--- src/rtl/mem_dump_pkg.sv ---
// Shared definitions for the memory dump unit: FSM encoding and header byte.
// The HEADER state only exists when MEM_DUMP_HEADER_EN is defined.
package mem_dump_pkg;

  localparam logic [7:0] HEADER_BYTE = 8'hA5;

  typedef enum logic [2:0] {
    ST_IDLE   = 3'd0,
    ST_READ   = 3'd1,
    ST_SEND   = 3'd2,
    ST_FINISH = 3'd3
`ifdef MEM_DUMP_HEADER_EN
    ,
    ST_HEADER = 3'd4
`endif
  } state_t;

endpackage

--- src/rtl/mem_dump_if.sv ---
// Bus bundle between the dump unit, its data memory and the UART transmitter.
// The dump unit is the master; memory and transmitter sit on the slave side.
interface mem_dump_if #(
  parameter int addr_bus  = 11,
  parameter int data_size = 16
);
  logic                 Mem_Rd;
  logic [addr_bus-1:0]  Mem_Addr;
  logic [data_size-1:0] Mem_Data;
  logic [7:0]           Tx_Data;
  logic                 Tx_Valid;
  logic                 Tx_Ready;

  // Tx handshake: a byte moves on a rising Clk edge where Tx_Valid and
  // Tx_Ready are both 1; while Tx_Valid=1 and Tx_Ready=0 the master holds
  // Tx_Data and Tx_Valid unchanged. Tx_Ready may depend on nothing of ours.
  modport master (
    output Mem_Rd, Mem_Addr, Tx_Data, Tx_Valid,
    input  Mem_Data, Tx_Ready
  );

  modport slave (
    input  Mem_Rd, Mem_Addr, Tx_Data, Tx_Valid,
    output Mem_Data, Tx_Ready
  );
endinterface

--- src/rtl/mem_dump_word_serializer.sv ---
// Splits a loaded memory word into bytes, most significant byte first,
// stepping the byte index on each accepted transfer.
module word_serializer #(
  parameter int  data_size = 16,
  localparam int nbytes    = data_size / 8,
  localparam int idx_w     = (nbytes > 1) ? $clog2(nbytes) : 1
) (
  input  logic                 Clk,
  input  logic                 Reset,
  input  logic                 load,
  input  logic [data_size-1:0] word,
  input  logic                 active,
  input  logic                 ready,
  output logic                 valid,
  output logic [7:0]           byte_data,
  output logic                 last_byte
);

  logic [data_size-1:0] word_q;
  logic [idx_w-1:0]     idx_q;

  always_ff @(posedge Clk or posedge Reset) begin
    if (Reset) begin
      word_q <= '0;
      idx_q  <= '0;
    end else if (load) begin
      word_q <= word;
      idx_q  <= '0;
    end else if (active && ready) begin
      idx_q <= last_byte ? '0 : idx_q + idx_w'(1);
    end
  end

  assign valid     = active;
  assign last_byte = (idx_q == idx_w'(nbytes - 1));

  // Index 0 selects the top byte of the word.
  always_comb begin
    byte_data = '0;
    for (int i = 0; i < nbytes; i++) begin
      if (idx_q == idx_w'(i)) byte_data = word_q[(nbytes-1-i)*8 +: 8];
    end
  end

endmodule

--- src/rtl/mem_dump_unit.sv ---
// Reads data memory words 0..Last_Addr and streams them MSB-first to a UART.
// Define MEM_DUMP_HEADER_EN to prefix the dump with HEADER_BYTE.
module mem_dump_unit
  import mem_dump_pkg::*;
#(
  parameter int addr_bus  = 11,
  parameter int data_size = 16
) (
  input  logic                Clk,
  input  logic                Reset,
  input  logic                Start,
  input  logic [addr_bus-1:0] Last_Addr,
  mem_dump_if.master          bus,
  output logic                Busy,
  output logic                Done,
  output state_t              dbg_state
);

  state_t              state_q, state_d;
  logic [addr_bus-1:0] counter_q, last_q;
  logic                cnt_clr, cnt_inc, ser_load;
  logic                ser_valid, ser_last;
  logic [7:0]          ser_byte;

  word_serializer #(.data_size(data_size)) u_ser (
    .Clk       (Clk),
    .Reset     (Reset),
    .load      (ser_load),
    .word      (bus.Mem_Data),
    .active    (state_q == ST_SEND),
    .ready     (bus.Tx_Ready),
    .valid     (ser_valid),
    .byte_data (ser_byte),
    .last_byte (ser_last)
  );

  always_ff @(posedge Clk or posedge Reset) begin
    if (Reset) state_q <= ST_IDLE;
    else       state_q <= state_d;
  end

  always_ff @(posedge Clk or posedge Reset) begin
    if (Reset) begin
      counter_q <= '0;
      last_q    <= '0;
    end else if (cnt_clr) begin
      counter_q <= '0;
      last_q    <= Last_Addr;
    end else if (cnt_inc) begin
      counter_q <= counter_q + addr_bus'(1);
    end
  end

  // The end test is done on the current address, so the top address finishes
  // the dump instead of wrapping back to 0.
  always_comb begin
    state_d  = state_q;
    cnt_clr  = 1'b0;
    cnt_inc  = 1'b0;
    ser_load = 1'b0;
    case (state_q)
      ST_IDLE: begin
        if (Start) begin
          cnt_clr = 1'b1;
`ifdef MEM_DUMP_HEADER_EN
          state_d = ST_HEADER;
`else
          state_d = ST_READ;
`endif
        end
      end
`ifdef MEM_DUMP_HEADER_EN
      ST_HEADER: if (bus.Tx_Ready) state_d = ST_READ;
`endif
      ST_READ: begin
        ser_load = 1'b1;
        state_d  = ST_SEND;
      end
      ST_SEND: begin
        if (ser_valid && bus.Tx_Ready && ser_last) begin
          if (counter_q == last_q) begin
            state_d = ST_FINISH;
          end else begin
            cnt_inc = 1'b1;
            state_d = ST_READ;
          end
        end
      end
      ST_FINISH: state_d = ST_IDLE;
      default:   state_d = ST_IDLE;
    endcase
  end

  always_comb begin
    bus.Tx_Data  = '0;
    bus.Tx_Valid = 1'b0;
    if (state_q == ST_SEND) begin
      bus.Tx_Valid = ser_valid;
      bus.Tx_Data  = ser_byte;
    end
`ifdef MEM_DUMP_HEADER_EN
    if (state_q == ST_HEADER) begin
      bus.Tx_Valid = 1'b1;
      bus.Tx_Data  = HEADER_BYTE;
    end
`endif
  end

  assign bus.Mem_Rd   = (state_q == ST_READ);
  assign bus.Mem_Addr = (state_q == ST_READ) ? counter_q : '0;
  assign Busy         = (state_q != ST_IDLE);
  assign Done         = (state_q == ST_FINISH);
  assign dbg_state    = state_q;

endmodule

--- src/flat_wrapper.sv ---
// flat-port wrapper written by rule: the top's interface ports become plain ports
module mem_dump_unit_flat import mem_dump_pkg::*;
#(
  parameter int addr_bus  = 11,
  parameter int data_size = 16
)
  (Clk, Reset, Start, Last_Addr, Busy, Done, dbg_state, bus_Mem_Rd, bus_Mem_Addr, bus_Tx_Data, bus_Tx_Valid, bus_Mem_Data, bus_Tx_Ready);
  mem_dump_if #(.addr_bus(addr_bus), .data_size(data_size)) bus_i ();
  input  logic Clk;
  input  logic Reset;
  input  logic Start;
  input  logic [addr_bus-1:0] Last_Addr;
  output logic Busy;
  output logic Done;
  output state_t dbg_state;
  output wire logic [$bits(bus_i.Mem_Rd)-1:0] bus_Mem_Rd;
  output wire logic [$bits(bus_i.Mem_Addr)-1:0] bus_Mem_Addr;
  output wire logic [$bits(bus_i.Tx_Data)-1:0] bus_Tx_Data;
  output wire logic [$bits(bus_i.Tx_Valid)-1:0] bus_Tx_Valid;
  input wire logic [$bits(bus_i.Mem_Data)-1:0] bus_Mem_Data;
  input wire logic [$bits(bus_i.Tx_Ready)-1:0] bus_Tx_Ready;
  assign bus_Mem_Rd = bus_i.Mem_Rd;
  assign bus_Mem_Addr = bus_i.Mem_Addr;
  assign bus_Tx_Data = bus_i.Tx_Data;
  assign bus_Tx_Valid = bus_i.Tx_Valid;
  assign bus_i.Mem_Data = bus_Mem_Data;
  assign bus_i.Tx_Ready = bus_Tx_Ready;
  mem_dump_unit #(.addr_bus(addr_bus), .data_size(data_size)) u_core (.Clk(Clk), .Reset(Reset), .Start(Start), .Last_Addr(Last_Addr), .bus(bus_i), .Busy(Busy), .Done(Done), .dbg_state(dbg_state));
endmodule
--- config.mk ---
export PLATFORM = sky130hd
export DESIGN_NAME = mem_dump_unit_flat
export DESIGN_NICKNAME = d
export VERILOG_FILES = /design/src/rtl/mem_dump_pkg.sv /design/src/rtl/mem_dump_if.sv /design/src/rtl/mem_dump_word_serializer.sv /design/src/rtl/mem_dump_unit.sv /design/src/flat_wrapper.sv
export SDC_FILE = /design/constraint.sdc
export NUM_CORES = 1
export LEC_CHECK = 0
export CORE_MARGIN = 5
export CORE_UTILIZATION = 33
export CTS_BUF_LIST = sky130_fd_sc_hd__clkbuf_4 sky130_fd_sc_hd__clkbuf_8 sky130_fd_sc_hd__clkbuf_16
export DETAILED_ROUTE_END_ITERATION = 7
export GPL_ROUTABILITY_DRIVEN = 0
export GPL_TIMING_DRIVEN = 0
export HOLD_SLACK_MARGIN = 0.1
export PLACE_DENSITY = 0.62
export SYNTH_ARGS = -nofsm -noshare
export SYNTH_HDL_FRONTEND = slang
export SYNTH_SLANG_ARGS = --single-unit
--- constraint.sdc ---
create_clock -name Clk -period 2.25 [get_ports Clk]
set_input_delay 0.45 -clock Clk [delete_from_list [all_inputs] [get_ports Clk]]
set_output_delay 0.45 -clock Clk [all_outputs]
set_load 0.01 [all_outputs]
==> results.sh <==
# yosys + openroad results
export IMPL_fmax_ghz=0.4694
export IMPL_drtIter0Drc=114
export IMPL_root_buffer="clkbuf_8"
export IMPL_busiest_layer="met2"
export IMPL_area_growth_pct=38.83
export IMPL_lay_top_count="nand2_1"
export IMPL_timing_final_max_slew_violations=0
export IMPL_cp_arrival_ns=1.68
export IMPL_antennaDiodeCount=0
export IMPL_status="finished, final reports clean"
export IMPL_lay_top_cells="nand2_1 (43), clkdlybuf4s50_1 (42), dfrtp_1 (39)"
export IMPL_peakVddDrop_v=0.0004614
export IMPL_cts_resized=15
export IMPL_dieArea_mm2=0.008041
export IMPL_dieWidth_um=89.67
export IMPL_worst_r2r_setup_slack_ns=0.30
export IMPL_worstReg2RegEnd="u_core.last_q[7]$_DFFE_PP0P_"
export IMPL_slowest_stage="clkdlybuf4s50_1"
export IMPL_wire_per_inst_um=14.14
export IMPL_whs_path_depth=2
export IMPL_synth_seq_share_pct=48.98
==> stage by stage <==
stage | hold slack (ns) | utilization (%) | area [µm²] | total power [mW] | TNS (ns)
2_1_floorplan | 0.4665 | - | 2095 | 2.016 | 0
4_1_cts | 0.5044 | 45.84 | 2878 | 3.106 | 0
5_1_grt | 0.5248 | 46.32 | 2908 | 3.298 | 0
3_3_place_gp | 0.4823 | 43.67 | 2741 | 2.506 | -8.186
6_report | 0.4978 | 46.32 | 2908 | 3.060 | 0
3_5_place_dp | 0.4861 | 43.67 | 2741 | 2.533 | -4.430
==> cell families (layout without fill, tap and decap cells) <==
logic type	after synthesis	after routing	synth area share, %
multiplexers	30	30	15.29
buffers and inverters	18	81	4.002
flip-flops	41	41	48.98
other	1	1	0.1790
AND-OR/OR-AND	13	13	3.704
XOR/XNOR	11	11	4.600
AND/OR/NAND/NOR	98	98	22.64
adder cells (fa/ha/maj)	1	1	0.5973
==> state kept, by name, indices dropped and copies added (netlist names) <==
register                cells
u_core.counter_q           11
u_core.dbg_state            2
u_core.last_q              11
u_core.u_ser.last_byte      1
u_core.u_ser.word_q        16
==> layout make-up <==
cell class	instances	area (µm²)
Buffer	11	91.34
Clock buffer	7	90.09
Fill cell	608	3369
Inverter	6	23.77
Multi-Input combinational cell	154	991.0
Sequential cell	41	1028
Tap cell	77	96.34
Timing Repair Buffer	57	586.8
==> where the power goes <==
part | switching [mW] | internal [mW]
registers | 0.178 | 1.02
logic | 0.619 | 0.751
clock network | 0.238 | 0.256
total | 1.03 | 2.03
==> routing by layer <==
layer / vias to the layer above / routed length, µm
met5: - / 0
met2: 42 / 2356
met3: 10 / 236
li1: 842 / -
met4: 0 / 98
met1: 826 / 2301
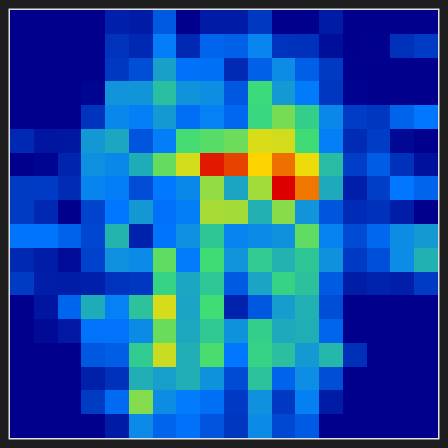
(images/route_heat.png)
The die is cut into 18 by 18 equal tiles; dark blue is low, red is high, scaled to the fullest tile. Values are wire area over tile area, all layers added.
9.3% of the tiles are over half the peak. The fullest tile reaches 0.46. The mean over all tiles is 0.098. 25% of the tiles are nearly empty. The densest ninth of the die: center.

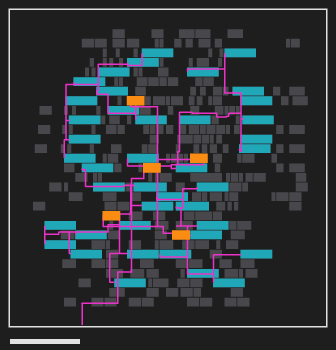
(images/clock_wires.png)
Scale bar: 20 µm.
Key: clock wires = magenta [length 507 µm]; clock-net drivers = orange [count 5]; flip-flops = cyan [count 41]
There are 6 routed clock nets.

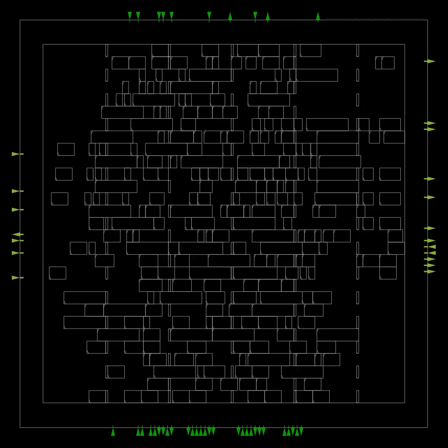
(images/placed.png)
flop count: 41
Tapcell Cnt: 77
core footprint: 0.006277 mm²
post-layout util: 46.32%
number of fill cells: 608

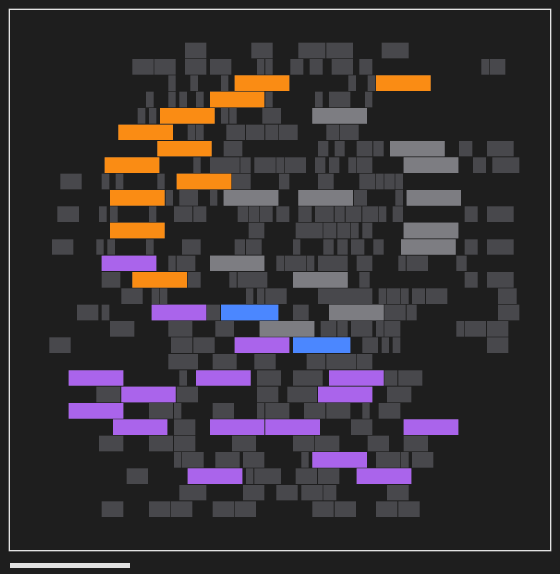
(images/ff_map.png)
Scale bar: 20 µm. Other sequential cells in the stronger gray, the rest of the logic in the fainter gray.
Key: u_core.dbg_state = blue [sequential cells 2]; u_core.last_q = orange [sequential cells 11]; u_core.u_ser.word_q = purple [sequential cells 16]
Another 12 sequential cells are not colored.

Power and IR drop assume default switching activity.
